Fig. 1: run 1, met2 routing
The bar under the picture is 20 µm long.
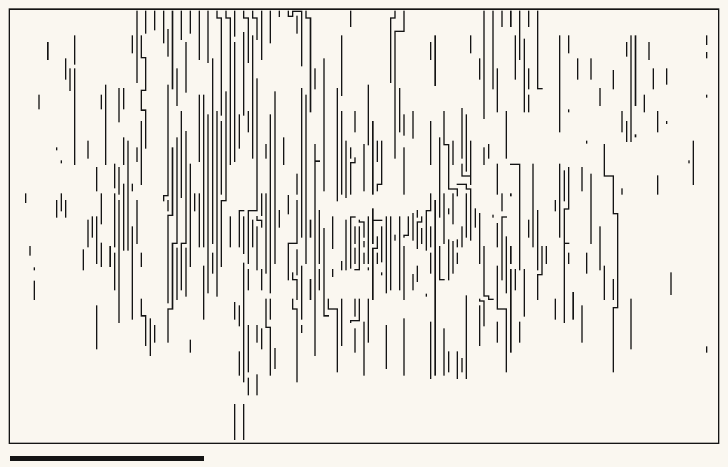
Fig. 2: run 1, cells coloured by class
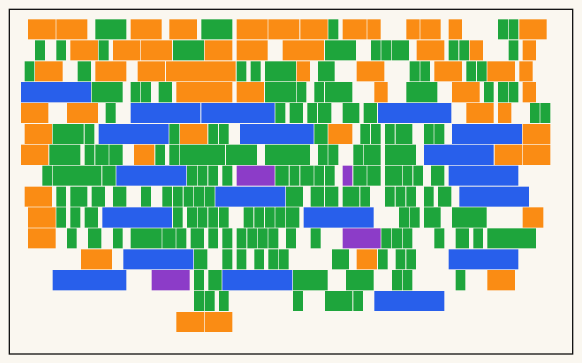
Fig. 3: run 1, metal 3
The bar under the picture is 20 µm long.
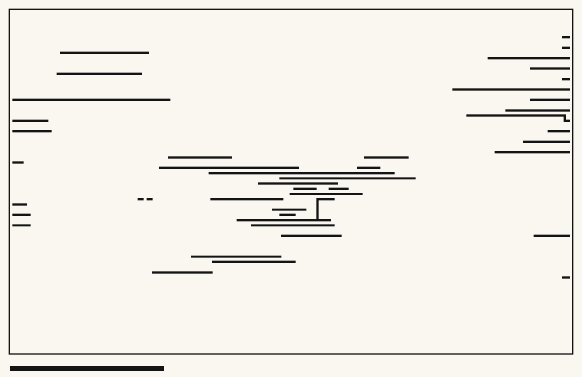
Fig. 4: run 1, cell placement
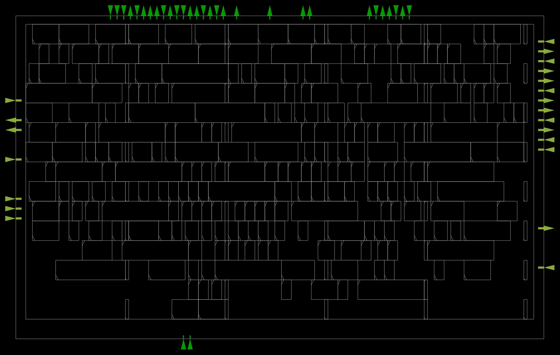
Design mac_dot_sequencer, sky130hd; sources not shown.
==> summary.txt, run 1 <==
Results of the flow run.

Of the total power, registers draw 0.246. The worst hold margin stands at 0.398 ns. The horizontal die dimension reported for this design is ~73 µm.

The number of nets produced by synthesis stands at ~220. For this design, Yosys synthesis ends with a cell count of ~190. The area recorded from the Yosys report for this design is approximately 1300 µm². The fraction of the mapped netlist area in compound gates stands at 0.0699. The least setup slack across all paths after layout stands at -0.0112 ns.

Counting flops and latches in the post-synthesis netlist gives 19. Of the total synthesized cell area, the portion taken by full adders, half adders and majority gates is 0.0192. Of the total power, the share spent switching nets is 0.547. The number of buffers created by CTS stands at 3.

The post-synthesis cell count stands at a little under 200. Of the post-synthesis cell area, the part taken by muxes is 0. The clock tree has to reach 19 sinks. Summing every instance area after synthesis gives approximately 1300 µm². The clock network power stands at 327 µW. The number of flip-flops in the largest register stands at 6. The routed design shows a via density per instance of 4.76.

The internal power component stands at 1520 µW. STA shows the worst reg2reg path with a cell count of 7. The power report attributes to the combinational group a share of 0.657. The sequential power stands at ~830 µW. The final reports fail on negative setup slack.

The number of antenna violations at the first check in global routing stands at 0. The flow ran to the end, but the final reports show violations. From the final report, the count of setup violators was given as 5.
-- Fig. 1 (at the start) --
wire length on this layer: 1520 µm
nets with wire on the layer: 233
total length of routed wires: 3560 µm
global routing met2 resource utilization: 0.269
via count: 1403

-- Fig. 2 (at the start) --
[remaining buffers and delay cells] orange | cells: 57 | share of their area: 28%
[remaining logic cells] green | cells: 173 | share of their area: 45%
[clock drivers and dummy loads] purple | cells: 4 | share of their area: 2.3%
[registers] blue | cells: 19 | share of their area: 24%
final design instance area without fill: 2020 µm²
final standard cell utilization of the core: 0.705
Rows: 15

-- Fig. 3 (at the start) --
main direction: horizontal
share of all routed wire: 9.0%
longest straight run: 23.9 µm
wire length on this layer: 321 µm
nets with wire on the layer: 38
fraction of met3 tracks used by global routing: 0.0647

-- Fig. 4 (at the start) --
fraction of area in registers: 0.237
filler cell count: 240

## run 1: Yosys cell counts (all sizes together)
library cell / instances / area share
nand2: 53 / 0.17
inv: 47 / 0.14
nor2: 32 / 0.11
dfrtp: 19 / 0.36
nand3: 11 / 0.061
o21ai: 11 / 0.042
nor3: 7 / 0.038
a21oi: 5 / 0.028
nand4: 4 / 0.019
ha: 2 / 0.019
buf: 1 / 0.0086
clkbuf: 1 / 0.0029
or2: 1 / 0.0048
## run 1: kinds of logic (layout without fill, tap and decap cells)
kind of cell / count (synthesis) / in the layout
fa+ha+maj: 2 / 2
simple gates: 108 / 108
buf+inv: 49 / 108
compound gates: 16 / 16
flops: 19 / 19
## run 1: repair_timing
item	4_1_cts	5_1_grt
endpoints found under the setup margin	22	24
pin swaps	0	2
gates resized	91	47
buffers inserted	0	3
cloned	0	1
## run 1: worst max-delay path: cells and delay by family, from the launching register on
kind                   cells  cell delay, ns
and+or+nand+nor            2            0.36
DFF                        1            0.47
buffers and inverters      3            0.44
## run 1: metrics by stage
step	power, µW	setup TNS, ns	utilization	instances
after floorplan	2330	-1.67	-	194
after detailed placement	2940	-4.58	0.668	287
final	3360	-0.0195	0.705	295
after global placement	2880	-4.35	0.668	287
after global routing	3570	-0.495	0.705	295
after CTS	3210	0	0.678	291
## run 1: routing by layer
layer	global-route usage	part of all wire	vias up
met5	0	0	-
met4	0.0392	0.016	0
met3	0.0647	0.090	10
met2	0.269	0.43	60
met1	0.308	0.47	629
li1	-	-	704
## run 1: area by class of cell
cell class | instances | share of cell area
buffer | 2 | 0.0155
clock buffer | 4 | 0.0222
inverter | 47 | 0.0896
multi-input combinational | 126 | 0.354
sequential | 19 | 0.237
tap | 42 | 0.0260
timing repair buffer | 55 | 0.256
==> inputs of run 2 (changes only) <==
--- a/config.mk
+++ b/config.mk
@@ -12,6 +12,7 @@
 export DETAILED_ROUTE_END_ITERATION = 12
 export GPL_TIMING_DRIVEN = 0
 export PLACE_DENSITY = 0.89
+export SKIP_LAST_GASP = 1
 export SYNTH_ARGS = -nofsm -noshare
 export SYNTH_HDL_FRONTEND = slang
 export SYNTH_SLANG_ARGS = --single-unit
Fig. 5: run 2, cells coloured by class
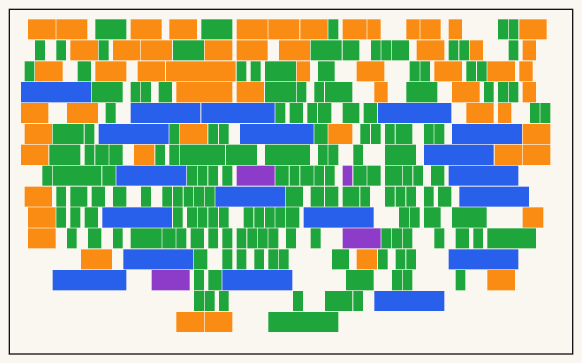
[remaining logic cells] green | cells: 173 | share of their area: 46%
[clock drivers and dummy loads] purple | cells: 4 | share of their area: 2.3%
[remaining buffers and delay cells] orange | cells: 57 | share of their area: 28%
[registers] blue | cells: 19 | share of their area: 24%
final design instance area without fill: 2030 µm²
final standard cell utilization of the core: 0.708

Fig. 6: run 2, sequential cells coloured by netlist name
The bar under the picture is 20 µm long.
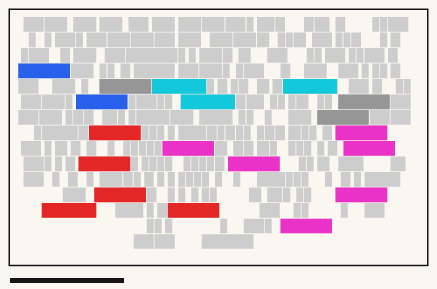
[state_q] cyan | placed flops: 3
[len_q] red | placed flops: 5 | where: south-west
[byte_cnt_q] magenta | placed flops: 6 | where: east
[mac_read_sel] blue | placed flops: 2
not coloured: 3
fraction of area in registers: 0.236
Seq. cell area: 480 µm²

==> run 2 against run 1 <==
Effect of this change: the flow now finishes without violations; global-route usage did not move; via count up 1.2%; wire length increased by 1.2%; critical endpoint unchanged; non-clock buffer count unchanged; power grew 1.1%; area after synthesis is the same; register-to-register slack hardly changed; hold slack improved by 0.0051 ns.
==> summary.txt, run 2 <==
Results of the flow run.

Once detailed placement completed, the half-perimeter wirelength came to about 2500 µm. Summing every instance area after synthesis gives 1310 µm². After synthesis, the design contains about 190 cells according to Yosys.

Summed over all instances, the cell type with the most area after synthesis is sky130_fd_sc_hd__dfrtp_1. Among cell families on the critical path, the largest total delay comes from flip-flops. The number of cells in the design after placement stands at 287. The path depth of the worst reg2reg path stands at 12.

The most used flip-flop cell after synthesis is sky130_fd_sc_hd__dfrtp_1. Of the total power, the share spent switching nets is 0.545. The final layout contains routed wiring with a total length of between 3000 and 4000 µm. Cell internal power was estimated by the tool at 1550 µW. The count of flip-flops with a built-in enable after synthesis stands at 0.

The critical path contains buffers and inverters numbering 3 combined. The number of placed I/O pins stands at between 50 and 60. The number of flip-flops in the largest register stands at 6. The mux cell area share after synthesis stands at 0. The flow ran to the end, and the final reports show no timing, DRC or antenna violations.

Counting instances in the post-synthesis netlist gives the leading cell types as sky130_fd_sc_hd__nand2_1, sky130_fd_sc_hd__inv_1, sky130_fd_sc_hd__nor2_1. Yosys attributes the largest share of cell area to sky130_fd_sc_hd__dfrtp_1, sky130_fd_sc_hd__nand2_1, sky130_fd_sc_hd__inv_1, sky130_fd_sc_hd__nor2_1, sky130_fd_sc_hd__nand3_1. The number of nets produced by synthesis stands at 222.

In the post-route analysis, the smallest setup slack over all paths is 0.00597 ns. Counting buffers and inverters, the worst setup path is 5 cells deep. The final tally of setup violations stands at 0.

The routed layout has between 1000 and 1500 vias. The chip area in the Yosys report stands at approximately 1300 µm². The area fraction of the largest cell type after synthesis is 0.364. Per the synthesis report, the adder-cell share of the synthesized area is 0.0192. The placeable core region stands at 2870 µm². The cell row count stands at 15. Per the OpenROAD floorplan log, the width of the die is about 73 µm. In this run, the synthesized area fraction spent on AND-OR/OR-AND gates is recorded as 0.0699. For this run the top cell type by instance count after synthesis was sky130_fd_sc_hd__nand2_1.

Of the total power, registers draw 0.242. The number of buffers created by CTS stands at 3. According to the CTS report, the clock sink count is 19.
## run 2: cell counts after synthesis
No cell type changed its count.
## run 2: cell families (layout without fill, tap and decap cells)
family	after synthesis	count (layout)
compound gates	16	16
flops	19	19
simple gates	108	108
fa+ha+maj	2	2
buf+inv	49	108
## run 2: metrics by stage
stage               setup TNS, ns  total power [µW]   util  hold WS, ns
CTS                       -0.0592              3210  0.677        0.406
detailed placement          -4.58              2940  0.668        0.389
global placement            -4.35              2880  0.668        0.384
finish                          0              3400  0.708        0.403
floorplan                   -1.67              2330      -       -0.127
global route               -0.489              3620  0.708        0.433
## run 2: timing repair
| action | in CTS | in global routing |
|---|---|---|
| buffers inserted | 0 | 3 |
| gates resized | 90 | 49 |
| pin swaps | 0 | 4 |
| setup endpoints to repair | 22 | 24 |
| gates cloned | 0 | 1 |
## run 2: layout make-up
type | instances | area [µm²]
Inverter | 47 | 181
Multi-Input combinational cell | 126 | 728
Fill cell | 241 | 838
Tap cell | 42 | 52.6
Timing Repair Buffer | 55 | 514
Buffer | 2 | 31.3
Clock buffer | 4 | 45.0
Sequential cell | 19 | 480
## run 2: layer usage
metal  vias to the layer above  wire length, µm  global-route usage
met5                         -                0                   0
met4                         0               58              0.0392
met3                        12              286              0.0647
met2                        65             1580               0.269
met1                       637             1680               0.308
li1                        706                -                   -
## run 2: power by group through the flow
stage / clock, µW / sequential [µW] / combinational, µW
after floorplan: 0 / 885 / 1440
after global placement: 0 / 817 / 2070
after detailed placement: 0 / 823 / 2110
after CTS: 327 / 822 / 2060
after global routing: 350 / 848 / 2420
final: 322 / 823 / 2250
No activity file was given, so power comes from the tool's default toggle rates.
